Fig. 1: the metal 1 layer
Bar = 20 um.
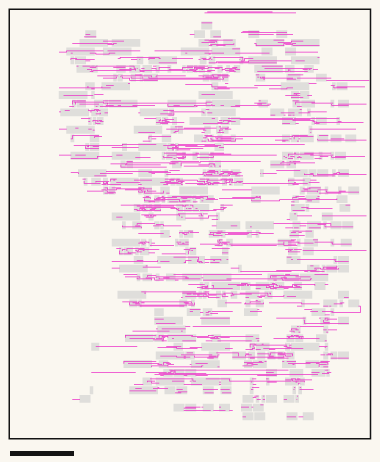
Fig. 2: signal wires on met2
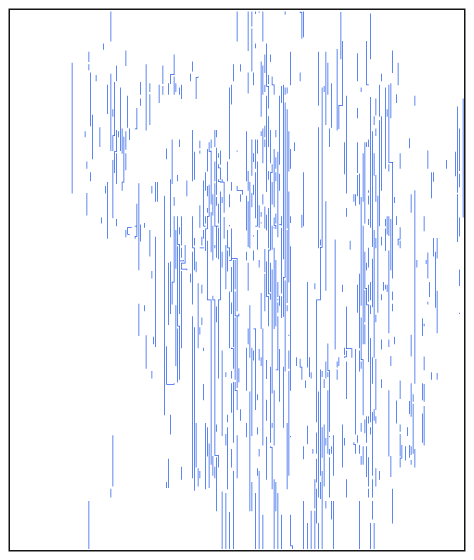
Fig. 3: the metal 3 layer
Bar = 20 um.
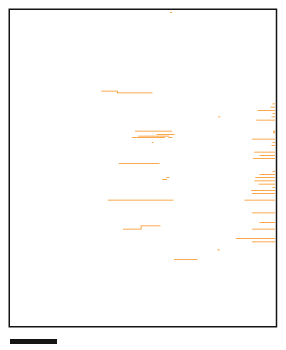
Fig. 4: the clock network
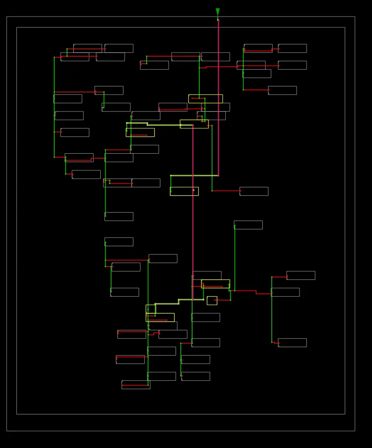
Fig. 5: sizing map
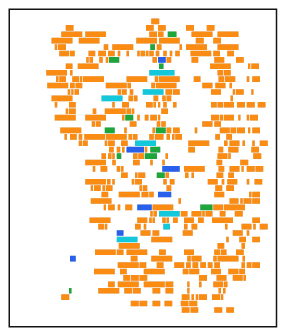
--- src/rtl/freq_mon.sv ---
// freq_mon: frequency monitor for the 6C tag front end.
//
// Counts TCLK cycles across a window of 2^WIN_LOG2 rising edges of the
// asynchronous reference ECLK. When the window closes, the module reports the
// count on TVAL and pulses TDONE. It also raises the range flags and the
// saturation flag. It supports single-shot and back-to-back continuous
// measurement.
//
// Optional feature macro: FMON_AVG_EN. When defined, the reported TVAL is the
// two-window running average (previous raw + current raw) >> 1.
//
// Ports:
//   TCLK    in   sole clock, rising edge
//   RST     in   asynchronous active-high reset
//   ECLK    in   asynchronous reference, synchronised internally
//   START   in   one-cycle request to begin a measurement (ignored while busy)
//   MODE    in   0 single-shot, 1 continuous; captured on accepted START
//   STOP    in   abort to IDLE, no report; has priority over everything
//   THR_LO  in   [WIDTH] lower bound, TLOW = TVAL < THR_LO
//   THR_HI  in   [WIDTH] upper bound, THIGH = TVAL > THR_HI
//   TVAL    out  [WIDTH] last reported count
//   TDONE   out  one-cycle strobe; TVAL and flags updated this cycle
//   TBUSY   out  high while armed or counting
//   TOVF    out  last window saturated
//   TLOW    out  reported value below THR_LO
//   THIGH   out  reported value above THR_HI
module freq_mon #(
  parameter int WIDTH       = 16,
  parameter int WIN_LOG2    = 8,
  parameter int SYNC_STAGES = 2
) (
  input  logic             TCLK,
  input  logic             RST,
  input  logic             ECLK,
  input  logic             START,
  input  logic             MODE,
  input  logic             STOP,
  input  logic [WIDTH-1:0] THR_LO,
  input  logic [WIDTH-1:0] THR_HI,
  output logic [WIDTH-1:0] TVAL,
  output logic             TDONE,
  output logic             TBUSY,
  output logic             TOVF,
  output logic             TLOW,
  output logic             THIGH
);

  typedef enum logic [1:0] {S_IDLE, S_ARM, S_COUNT} state_t;

  localparam logic [WIDTH-1:0]    CNT_MAX   = '1;
  localparam logic [WIDTH-1:0]    CNT_ONE   = 1;
  localparam logic [WIN_LOG2-1:0] ECNT_LAST = '1;
  localparam logic [WIN_LOG2-1:0] ECNT_ONE  = 1;

  state_t                state, state_nxt;
  logic                  mode_q;
  logic [SYNC_STAGES-1:0] sync_p0;
  logic                  eclk_p1;
  logic                  tick;
  logic [WIDTH-1:0]      cnt;
  logic [WIN_LOG2-1:0]   ecnt;
  logic [WIDTH-1:0]      cnt_inc;
  logic                  closing;
  logic                  sat_hit;
  logic                  start_acc;
  logic [WIDTH-1:0]      rep_val;

  // Saturated windows always report the full-scale value.
  function automatic logic [WIDTH-1:0] sat_value();
    return CNT_MAX;
  endfunction

`ifdef FMON_AVG_EN
  // Mean of two samples, computed one bit wider so the sum cannot wrap.
  function automatic logic [WIDTH-1:0] avg2(input logic [WIDTH-1:0] a,
                                            input logic [WIDTH-1:0] b);
    logic [WIDTH:0] s;
    s = {1'b0, a} + {1'b0, b};
    return s[WIDTH:1];
  endfunction

  logic [WIDTH-1:0] hist;
  logic             hist_vld;
`endif

  // ---- stage p0/p1: ECLK synchroniser and rising-edge detect ----
  always_ff @(posedge TCLK or posedge RST) begin
    if (RST) begin
      sync_p0 <= '0;
      eclk_p1 <= 1'b0;
    end else begin
      sync_p0 <= {sync_p0[SYNC_STAGES-2:0], ECLK};
      eclk_p1 <= sync_p0[SYNC_STAGES-1];
    end
  end

  assign tick      = sync_p0[SYNC_STAGES-1] & ~eclk_p1;
  assign cnt_inc   = cnt + CNT_ONE;
  assign closing   = (state == S_COUNT) && tick && (ecnt == ECNT_LAST);
  // A closing tick that lands on the last count wins over saturation.
  assign sat_hit   = (state == S_COUNT) && !closing && (cnt_inc == CNT_MAX);
  assign start_acc = (state == S_IDLE) && START && !STOP;

`ifdef FMON_AVG_EN
  assign rep_val = sat_hit ? sat_value() : (hist_vld ? avg2(hist, cnt_inc) : cnt_inc);
`else
  assign rep_val = sat_hit ? sat_value() : cnt_inc;
`endif

  // ---- control FSM: state register ----
  always_ff @(posedge TCLK or posedge RST) begin
    if (RST) state <= S_IDLE;
    else     state <= state_nxt;
  end

  // ---- control FSM: next state ----
  always_comb begin
    state_nxt = state;
    if (STOP) begin
      state_nxt = S_IDLE;
    end else begin
      case (state)
        S_IDLE:  if (START) state_nxt = S_ARM;
        S_ARM:   if (tick)  state_nxt = S_COUNT;
        S_COUNT: begin
          // A continuous window chains straight into the next one. A saturated
          // window has no closing tick to reuse, so it re-arms instead.
          if (closing)      state_nxt = mode_q ? S_COUNT : S_IDLE;
          else if (sat_hit) state_nxt = mode_q ? S_ARM   : S_IDLE;
        end
        default: state_nxt = S_IDLE;
      endcase
    end
  end

  // ---- control FSM: outputs ----
  always_comb begin
    TBUSY = (state != S_IDLE);
  end

  // ---- stage p1: window counters ----
  always_ff @(posedge TCLK or posedge RST) begin
    if (RST) begin
      mode_q <= 1'b0;
      cnt    <= '0;
      ecnt   <= '0;
    end else begin
      if (start_acc) mode_q <= MODE;
      if ((state == S_ARM && tick) || closing) begin
        cnt  <= '0;
        ecnt <= '0;
      end else if (state == S_COUNT) begin
        cnt <= cnt_inc;
        if (tick) ecnt <= ecnt + ECNT_ONE;
      end
    end
  end

  // ---- stage p2: reported result and flags ----
  always_ff @(posedge TCLK or posedge RST) begin
    if (RST) begin
      TVAL  <= '0;
      TDONE <= 1'b0;
      TOVF  <= 1'b0;
      TLOW  <= 1'b0;
      THIGH <= 1'b0;
    end else begin
      TDONE <= 1'b0;
      if (!STOP && (closing || sat_hit)) begin
        TDONE <= 1'b1;
        TVAL  <= rep_val;
        TOVF  <= sat_hit;
        TLOW  <= (rep_val < THR_LO);
        THIGH <= (rep_val > THR_HI);
      end
    end
  end

`ifdef FMON_AVG_EN
  // Averaging history: cleared on a new START and after saturation.
  always_ff @(posedge TCLK or posedge RST) begin
    if (RST) begin
      hist     <= '0;
      hist_vld <= 1'b0;
    end else if (start_acc) begin
      hist_vld <= 1'b0;
    end else if (!STOP && closing) begin
      hist     <= cnt_inc;
      hist_vld <= 1'b1;
    end else if (!STOP && sat_hit) begin
      hist_vld <= 1'b0;
    end
  end
`endif

endmodule

--- config.mk ---
export PLATFORM = sky130hd
export DESIGN_NAME = freq_mon
export DESIGN_NICKNAME = d
export VERILOG_FILES = /design/src/rtl/freq_mon.sv
export SDC_FILE = /design/constraint.sdc
export NUM_CORES = 1
export LEC_CHECK = 0
export CORE_ASPECT_RATIO = 1.2
export CORE_MARGIN = 3
export CORE_UTILIZATION = 25
export DETAILED_ROUTE_END_ITERATION = 10
export GPL_ROUTABILITY_DRIVEN = 0
export GPL_TIMING_DRIVEN = 1
export PLACE_DENSITY = 0.41
export SYNTH_ARGS = -nofsm -noshare
export SYNTH_HDL_FRONTEND = slang
export SYNTH_SLANG_ARGS = --single-unit
--- constraint.sdc ---
create_clock -name TCLK -period 4.6 [get_ports TCLK]
set_input_delay 0.69 -clock TCLK [delete_from_list [all_inputs] [get_ports TCLK]]
set_output_delay 0.69 -clock TCLK [all_outputs]
set_load 0.1 [all_outputs]
==> notes.md <==
Main metrics from the flow reports.

The final max-slew violation count recorded for this run is 0. The share of synthesized cell area in and-or and or-and compound cells is 15.8%. The mapped cell area came out at 3420 um^2. In the finished design the tool counted flip-flops and latches totalling 50. The post-synthesis area per instance is 9.59 um^2. The largest part of the power goes to sequential cells. In this run the remaining antenna-violating nets after routing total 0. The initial antenna violation count is 0.

STA lists the startpoint of the worst hold path as sync_p0[0]. The synthesized design contains 0 enable-type register cells. The fraction of final cell area spent on clock buffers and inverters in this run is 4.03%. The clock-pin slew on the worst setup and hold paths came out at 0.07 ns. The flow ran to the end, and the final reports show no timing, DRC or antenna violations.

The clock network fraction of design power is 36.1%. The HPWL reported at the end of detailed placement came out at 7420 um. Before placement the cells fill 25.7% of the core.

The floorplan net count is 428. The power of the sequential group came out at 0.490 mW. The number of endpoints failing setup at the final stage came out at 0. Before CTS, the worst setup slack after placement is 0.876 ns. The average wire per standard cell is 16.3 um.
-- Fig. 1 (at the start) --
438 nets have wire on it. The longest straight run is 51.1 um.
global-route met1 utilization: 17.0%
Detailed Route WL: 9360 um
total number of vias: 2,701

-- Fig. 2 (at the start) --
The wires run mostly vertical. The layer carries 4,770 um of wire. 391 nets have wire on it. The layer holds 51% of the routed length.
met2 usage: 21.8%

-- Fig. 3 (at the start) --
The wires run mostly horizontal. 39 nets have wire on it.
met3 usage in global routing: 1.71%

-- Fig. 4 (at the start) --
number of sinks handled by clock tree synthesis: 50
Insertion Delay late pin: 0.30 ns
worst setup skew after layout: 0.00650 ns
power dissipated in the clock network: 0.436 mW
clock buf count: 5

-- Fig. 5 (at the start) --
Orange is x1 and smaller, cells 381, most used clkdlybuf4s50_1. Green is x2, cells 13, most used or2_2. Cyan is x6 and larger, cells 7, most used clkbuf_16. Blue is x3 and x4, cells 7.
Area growth, synth to finish: 25.4%
final worst-path setup slack: 0.882 ns

No activity file was given, so power comes from the tool's default toggle rates.
